Run 1, routing congestion:
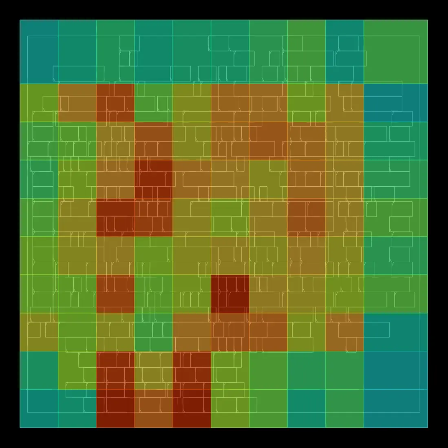
Run 1, I/O pins on the die edge:
Pins as bars across the die edge, other pins in grey.
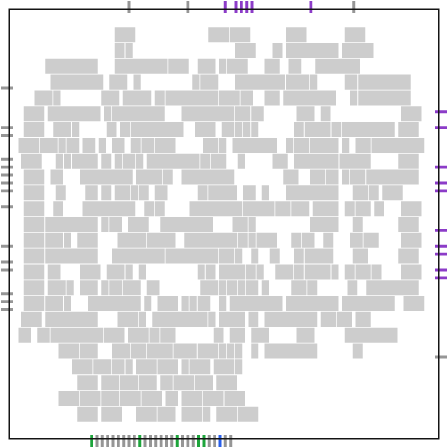
Run 1, placed cells, one colour a class:
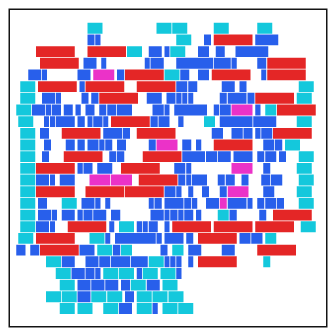
<file path="src/rtl/hazard_ctrl.sv">
// Hazard controller: load-use bubbles, branch redirect with fetch drain,
// data-memory wait freezes and saturating stall/flush counters.
module hazard_ctrl #(
    parameter int unsigned FLUSH_CYCLES = 1,
    parameter int unsigned CNT_W        = 16
) (
    input  logic             Clock,
    input  logic             nReset,
    input  logic [4:0]       addr1,
    input  logic [4:0]       addr2,
    input  logic             use_rs1,
    input  logic             use_rs2,
    input  logic [4:0]       ex_rd,
    input  logic             ex_Rmem,
    input  logic             ex_Wreg,
    input  logic             branch_taken,
    input  logic             mem_ready,
    input  logic             cnt_clr,
    output logic             stall_pc,
    output logic             stall_ifid,
    output logic             flush_ifid,
    output logic             flush,
    output logic             pc_redirect,
    output logic             hold_all,
    output logic [CNT_W-1:0] stall_cnt,
    output logic [CNT_W-1:0] flush_cnt
);

    localparam logic [0:0] S_RUN   = 1'b0;
    localparam logic [0:0] S_DRAIN = 1'b1;
    localparam logic [3:0] FC      = 4'(FLUSH_CYCLES);

    logic [0:0]       state_q, state_d;
    logic [3:0]       dcnt_q, dcnt_d;
    logic [CNT_W-1:0] stall_cnt_q, stall_cnt_d;
    logic [CNT_W-1:0] flush_cnt_q, flush_cnt_d;

    logic lu;
    logic stall_inc, flush_inc;
    logic c_stall_pc, c_stall_ifid, c_flush_ifid;
    logic c_flush, c_redirect, c_hold;

    // Producer in EX is a load whose rd matches a source decode actually reads.
    assign lu = ex_Rmem & ex_Wreg & (ex_rd != 5'd0)
              & ((use_rs1 & (addr1 == ex_rd))
              |  (use_rs2 & (addr2 == ex_rd)));

    // Control decode with priority mem wait > drain > branch > load-use.
    always_comb begin
        state_d      = state_q;
        dcnt_d       = dcnt_q;
        stall_inc    = 1'b0;
        flush_inc    = 1'b0;
        c_stall_pc   = 1'b0;
        c_stall_ifid = 1'b0;
        c_flush_ifid = 1'b0;
        c_flush      = 1'b0;
        c_redirect   = 1'b0;
        c_hold       = 1'b0;
        if (!mem_ready) begin
            c_hold    = 1'b1;
            stall_inc = 1'b1;
        end else if (state_q == S_DRAIN) begin
            c_flush_ifid = 1'b1;
            stall_inc    = 1'b1;
            dcnt_d       = dcnt_q - 4'd1;
            if (dcnt_q <= 4'd1) begin
                state_d = S_RUN;
                dcnt_d  = 4'd0;
            end
        end else if (branch_taken) begin
            c_redirect   = 1'b1;
            c_flush_ifid = 1'b1;
            c_flush      = 1'b1;
            flush_inc    = 1'b1;
            if (FC != 4'd0) begin
                state_d = S_DRAIN;
                dcnt_d  = FC;
            end
        end else if (lu) begin
            c_stall_pc   = 1'b1;
            c_stall_ifid = 1'b1;
            c_flush      = 1'b1;
            stall_inc    = 1'b1;
        end
    end

    // Saturating counters; clear wins over increment.
    always_comb begin
        stall_cnt_d = stall_cnt_q;
        flush_cnt_d = flush_cnt_q;
        if (cnt_clr) begin
            stall_cnt_d = '0;
            flush_cnt_d = '0;
        end else begin
            if (stall_inc && !(&stall_cnt_q))
                stall_cnt_d = stall_cnt_q + 1'b1;
            if (flush_inc && !(&flush_cnt_q))
                flush_cnt_d = flush_cnt_q + 1'b1;
        end
    end

    // State, drain count and counter registers.
    always_ff @(posedge Clock or negedge nReset) begin
        if (!nReset) begin
            state_q     <= S_RUN;
            dcnt_q      <= 4'd0;
            stall_cnt_q <= '0;
            flush_cnt_q <= '0;
        end else begin
            state_q     <= state_d;
            dcnt_q      <= dcnt_d;
            stall_cnt_q <= stall_cnt_d;
            flush_cnt_q <= flush_cnt_d;
        end
    end

    // Reset forces every control low without waiting for a clock.
    assign stall_pc    = nReset & c_stall_pc;
    assign stall_ifid  = nReset & c_stall_ifid;
    assign flush_ifid  = nReset & c_flush_ifid;
    assign flush       = nReset & c_flush;
    assign pc_redirect = nReset & c_redirect;
    assign hold_all    = nReset & c_hold;
    assign stall_cnt   = stall_cnt_q;
    assign flush_cnt   = flush_cnt_q;

endmodule

</file>
<file path="config.mk">
export PLATFORM = sky130hd
export DESIGN_NAME = hazard_ctrl
export DESIGN_NICKNAME = d
export VERILOG_FILES = /design/src/rtl/hazard_ctrl.sv
export SDC_FILE = /design/constraint.sdc
export NUM_CORES = 1
export LEC_CHECK = 0
export CAP_MARGIN = 30
export CORE_MARGIN = 1
export CORE_UTILIZATION = 45
export DETAILED_ROUTE_END_ITERATION = 8
export PLACE_DENSITY = 0.86
export SKIP_LAST_GASP = 1
export SYNTH_ARGS = -nofsm -noshare
export SYNTH_HDL_FRONTEND = slang
export SYNTH_SLANG_ARGS = --single-unit
export TNS_END_PERCENT = 30
</file>
<file path="constraint.sdc">
create_clock -name Clock -period 5.1 [get_ports Clock]
set_input_delay 1.53 -clock Clock [delete_from_list [all_inputs] [get_ports Clock]]
set_output_delay 1.53 -clock Clock [all_outputs]
set_load 0.01 [all_outputs]
</file>
==> results.cfg, run 1 <==
; generated from flow reports
[critical_path]
path_class = input port to primary output
worstSetupEndpointType = primary output
cp.required_ps = 3570
r2r_end = stall_cnt[7]
worst_ep_arrival_time_ps = 3380
timing.critical_path.fanout_max = 3
worst_r2r_startpoint = stall_cnt[0]
worst_r2r_path_depth = 6
worst-r2r-setup-slack_ps = 2880

[flow_run]
warning_count = 27
maxCapViolations = 0

[clock_network]
cts_num_sinks = 37
worstSkewPairLatency_ps = 280
cts_tree = yes
cts_resized = 0
max-clock-path-buffers = 2
clockRootBuffer = clkbuf_8
cts.clk_slew.worst_paths_ps = 70
post-cts-setup-buffers = 0
cts_buffers = 5

[routing]
final_antenna_net_count = 0
routed_wl_um = 5413
topRoutingLayerUsed = met4
total_via_count_in_the_routed_design = 2085
post-route-drc-count = 0
initialDrtViolationCount = 122
first_pass_iters = 4
via_per_inst = 5.575

[place]
place.detailed.instances = 366
detailedPlacementHpwl_um = 3999
dpl-instance-area_mm2 = 0.002980

[final_layout]
num-clock-buffers = 7
comb_area_mm2 = 0.001275
final_design_area_no_fill_mm2 = 0.003082
final_layout_size_suffix_gt1_frac = 0.1107
finalNonFillerCells = 374
dominant_cells = logic gates
seq_share = 0.3004
diodes = 0
nNonClkInverters = 12
synthToLayoutAreaGrowth_pct = 33.57

[floorplan]
tapcell_cnt = 67
floorplan.die_area_mm2 = 0.005418
num_rows = 25
initial_core_util = 0.4790
fp.dieH_um = 73.61

[power]
power_density_mw_per_mm2 = 247.7
power_combinational_mw = 0.188
vdd.ir_drop.worst_mv = 0.2066
switching_power_mw = 0.2381
switching_share = 0.3119
cellInternalPower_mw = 0.5251
power.clock.total_mw = 0.225

[global_routing]
antenna_found_initial = 0
grt_first_pass_wirelength_um = 9418
grt_start_max_net_pins = 23
grt_pass1_vias = 2143
globalRoute.totalOverflow = 0

[logic_synthesis]
yosys_cells = 240
largest_area_cell = dfrtp_1
synth_top_flop_cell = dfrtp_1
top_cells_by_count = dfrtp_1 (37), nor2_1 (25), nand2_1 (19)
synth.avg_cell_area_um2 = 9.613
mappedNetlistArea_mm2 = 0.002307
synth_seq_share = 0.4013
asyncSetResetFlopFracSynth = 1.000
syn_inst = 240
yosys-top-cells-area = dfrtp_1 (40%), xnor2_1 (4.6%), nor2_1 (4.1%), nand4_1 (3.8%), o31ai_1 (3.3%)
ys_types = 48

[final_timing]
finalWorstPathRequiredPeriod_ps = 4910
fin_worst_hold_slack_ps = 510.4
max-slew-margin-rel = 0.3810
finalMaxSlewViolations = 0
grt_setup_unrepaired = no
setup_viol = 0
fmax_mhz = 203.7

[min_path]
hold_start = stall_cnt[14]
timing.hold.worst.class = flip-flop to flip-flop
hold-path-cell-count = 1
hold_crit_endpoint = stall_cnt[14]

[run_status]
outcome = completed
-- 'routing congestion' (at the start) --
share of the core filled with cells: 0.6397
global routing's busiest layer: met2
global routing usage on met3: 0.04390
overall routing resource usage: 0.2241
met2 Track Usage GR: 0.4047

-- 'I/O pins on the die edge' (at the start) --
colour	port	pins	direction	edge
purple	stall_cnt	16	output	10 east, 6 north
green	addr1	5	input	south
blue	pc_redirect	1	output	south
all pins by edge	27 south, 15 west, 11 east, 9 north

-- 'placed cells, one colour a class' (at the start) --
colour	class	cells
blue	combinational and other logic	195
cyan	remaining buffers and delay cells	67
red	sequential cells	37
magenta	clock drivers and dummy loads	8

-- run 1: critical path: stages --
cell             delay (ps)
clkdlybuf4s50_1         550
xnor2_1                 130
nand4_1                 120
o22ai_2                 180
nor3b_1                 270
clkdlybuf4s50_1         590
-- run 1: layer usage --
layer  global-route usage  vias up
li1                     -     1011
met1               0.2627     1019
met2               0.4047       44
met3              0.04390       11
met4              0.07906        0
met5                    0        -
-- run 1: logic make-up (layout without fill, tap and decap cells) --
kind of cell             Yosys count  count (layout)  synth area share
buffers and inverters             20              87           0.04609
adder cells (fa/ha/maj)            4               4           0.02169
XOR/XNOR                          20              20           0.07592
AND-OR/OR-AND                     48              48            0.1437
multiplexers                       6               6           0.03308
AND/OR/NAND/NOR                  105             105            0.2782
flip-flops                        37              37            0.4013
==> run 2: changes to the inputs <==
Settings changed: SKIP_LAST_GASP 1 to default.
Run 2, placed cells, one colour a class:
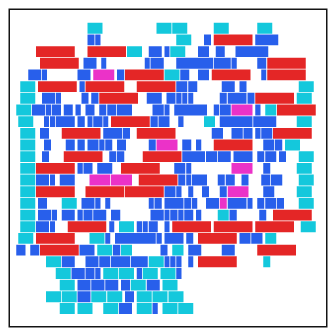
colour	class	cells
blue	combinational and other logic	195
cyan	remaining buffers and delay cells	67
magenta	clock drivers and dummy loads	8
red	sequential cells	37

Run 2, clock distribution:
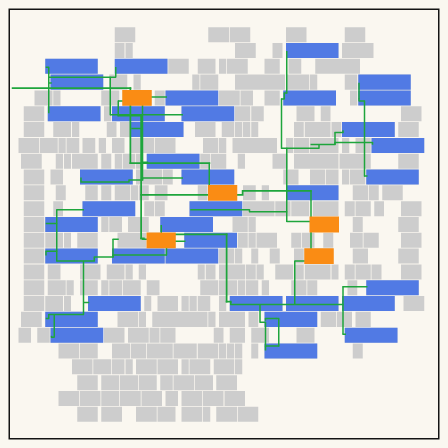
[green] clock wires | length: 457 um
[blue] flip-flops | count: 37
[orange] clock drivers | count: 5
routed clock nets	6

==> results.cfg, run 2 <==
; generated from flow reports
[logic_synthesis]
yosys_cells = 240
mappedNetlistArea_mm2 = 0.002307
syn_inst = 240
synth_seq_share = 0.4013
top_cells_by_count = dfrtp_1 (37), nor2_1 (25), nand2_1 (19)
yosys-top-cells-area = dfrtp_1 (40%), xnor2_1 (4.6%), nor2_1 (4.1%), nand4_1 (3.8%), o31ai_1 (3.3%)

[critical_path]
worst-r2r-setup-slack_ps = 2880
crit_buf_inv = 2
worst_r2r_startpoint = stall_cnt[0]
cp.required_ps = 3570
critical_path_cell_count = 6
critPathTopFamily = buffers and inverters

[routing]
first_pass_iters = 4
total_via_count_in_the_routed_design = 2085
routed_wl_um = 5413
post-route-drc-count = 0

[final_layout]
final_design_area_no_fill_mm2 = 0.003082
nNonClkInverters = 12
seq_share = 0.3004
dominant_cells = logic gates
synthToLayoutAreaGrowth_pct = 33.57

[clock_network]
max-clock-path-buffers = 2
cts_buffers = 5
cts_resized = 0
cts_tree = yes
cts_num_sinks = 37

[final_timing]
finalMaxSlewViolations = 0
grt_setup_unrepaired = no
fmax_mhz = 203.7

[flow_run]
maxCapViolations = 0

[floorplan]
initial_core_util = 0.4790
fp.dieH_um = 73.61

[run_status]
outcome = completed

[global_routing]
antenna_found_initial = 0
grt_first_pass_wirelength_um = 9418
global_route.usage.met2 = 0.4047
grt_util_all_layers = 0.2241
grt_pass1_vias = 2143

[min_path]
hold-path-cell-count = 1

[place]
place.detailed.instances = 366
## run 2: cell counts after synthesis
No cell type changed its count.
## run 2: cell families (layout without fill, tap and decap cells)
family / Yosys count / in the layout / share of synthesized area
DFF: 37 / 37 / 0.4013
adders and majority gates: 4 / 4 / 0.02169
AOI/OAI and AO/OA: 48 / 48 / 0.1437
xor gates and xnor gates: 20 / 20 / 0.07592
muxes: 6 / 6 / 0.03308
and+or+nand+nor: 105 / 105 / 0.2782
buffers and inverters: 20 / 87 / 0.04609
## run 2: routing by layer
layer | share of wire | vias to the layer above
met5 | 0 | -
met4 | 0.016 | 0
met3 | 0.038 | 11
met2 | 0.52 | 44
met1 | 0.42 | 1019
li1 | - | 1011
Run 2, routed metal, one colour a layer:
Only two layers are drawn.
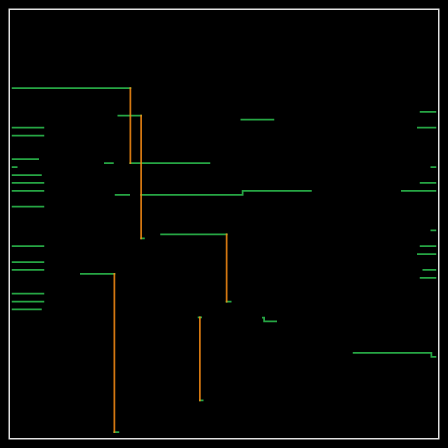

==> run 3: changes to the inputs <==
Settings changed: CORE_MARGIN 1 to 4, CTS_BUF_LIST from default to sky130_fd_sc_hd__clkbuf_8 sky130_fd_sc_hd__clkbuf_16.
Run 3, routed metal, one colour a layer:
Only two layers are drawn.
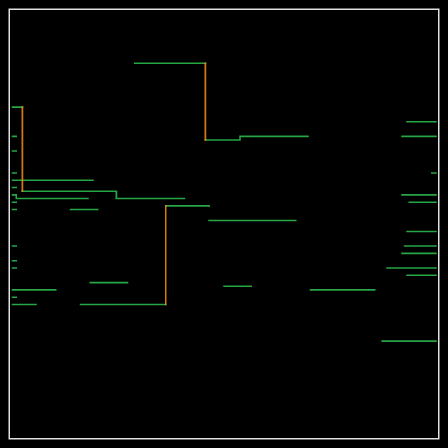
colour	layer	wire length
orange	metal 4	48.3 um
green	metal 3	250 um

==> results.cfg, run 3 <==
; generated from flow reports
[run_status]
outcome = completed

[routing]
wl_met1_um = 2375
total_via_count_in_the_routed_design = 2074
routed_wl_um = 5538
met3_wirelength_um = 249
topRoutingLayerUsed = met4
post-route-drc-count = 0
first_pass_iters = 4
amount_of_wire_on_met2_after_detailed_routing_um = 2865

[final_layout]
nNonClkInverters = 12
synthToLayoutAreaGrowth_pct = 35.52
final_layout_size_suffix_gt1_frac = 0.1169
final_design_area_no_fill_mm2 = 0.003127

[critical_path]
cp.required_ps = 3570
worst-r2r-setup-slack_ps = 2900
critPathTopFamily = buffers and inverters
critical_path_cell_count = 8
crit_buf_inv = 3
worst_r2r_startpoint = stall_cnt[0]

[power]
power_combinational_mw = 0.188
clock_power_share = 0.365
share_comb_of_total_power = 0.223

[floorplan]
initial_core_util = 0.4759
die_w_um = 79.61
fp.dieH_um = 79.61

[final_timing]
count_of_endpoints_failing_hold_in_the_final_timing_report = 0
grt_setup_unrepaired = no
finalMaxSlewViolations = 0
fmax_mhz = 202.2

[logic_synthesis]
top_cells_by_count = dfrtp_1 (37), nor2_1 (25), nand2_1 (19)
yosys_cells = 240
synth_seq_share = 0.4013
yosys-top-cells-area = dfrtp_1 (40%), xnor2_1 (4.6%), nor2_1 (4.1%), nand4_1 (3.8%), o31ai_1 (3.3%)
mappedNetlistArea_mm2 = 0.002307
syn_inst = 240

[clock_network]
cts_tree = yes
max-clock-path-buffers = 2
cts_num_sinks = 37
cts_buffers = 5
cts_resized = 0

[global_routing]
grt_first_pass_wirelength_um = 9508
grt_pass1_vias = 2099
global_route.usage.met2 = 0.3314
antenna_found_initial = 0

[min_path]
hold-path-cell-count = 2

[flow_run]
maxCapViolations = 0

[place]
place.detailed.instances = 367
Run 3, routing congestion:
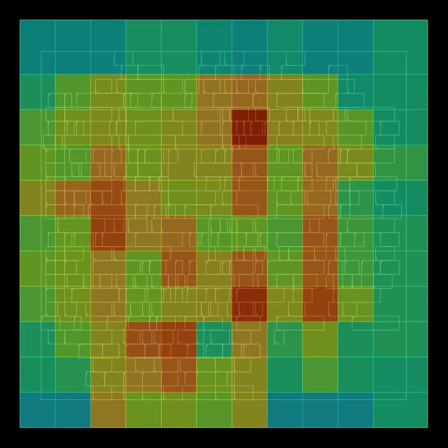
Global Route met1 Usage: 0.2270
share of the core filled with cells: 0.6449
global routing usage on met3: 0.05756
WL/cell: 14.77 um
overall routing resource usage: 0.1901

run 3: cells by family (layout without fill, tap and decap cells):
| logic type | count (synthesis) | count (layout) | share of synthesized area |
|---|---|---|---|
| xor gates and xnor gates | 20 | 20 | 0.07592 |
| muxes | 6 | 6 | 0.03308 |
| adders and majority gates | 4 | 4 | 0.02169 |
| and+or+nand+nor | 105 | 105 | 0.2782 |
| AOI/OAI and AO/OA | 48 | 48 | 0.1437 |
| buffers and inverters | 20 | 88 | 0.04609 |
| DFF | 37 | 37 | 0.4013 |
run 3: through the flow:
step	hold slack (ps)	utilization
2_1_floorplan	471.5	-
3_3_place_gp	485.3	0.6163
3_5_place_dp	495.0	0.6163
4_1_cts	510.5	0.6439
5_1_grt	548.2	0.6449
6_report	509.8	0.6449
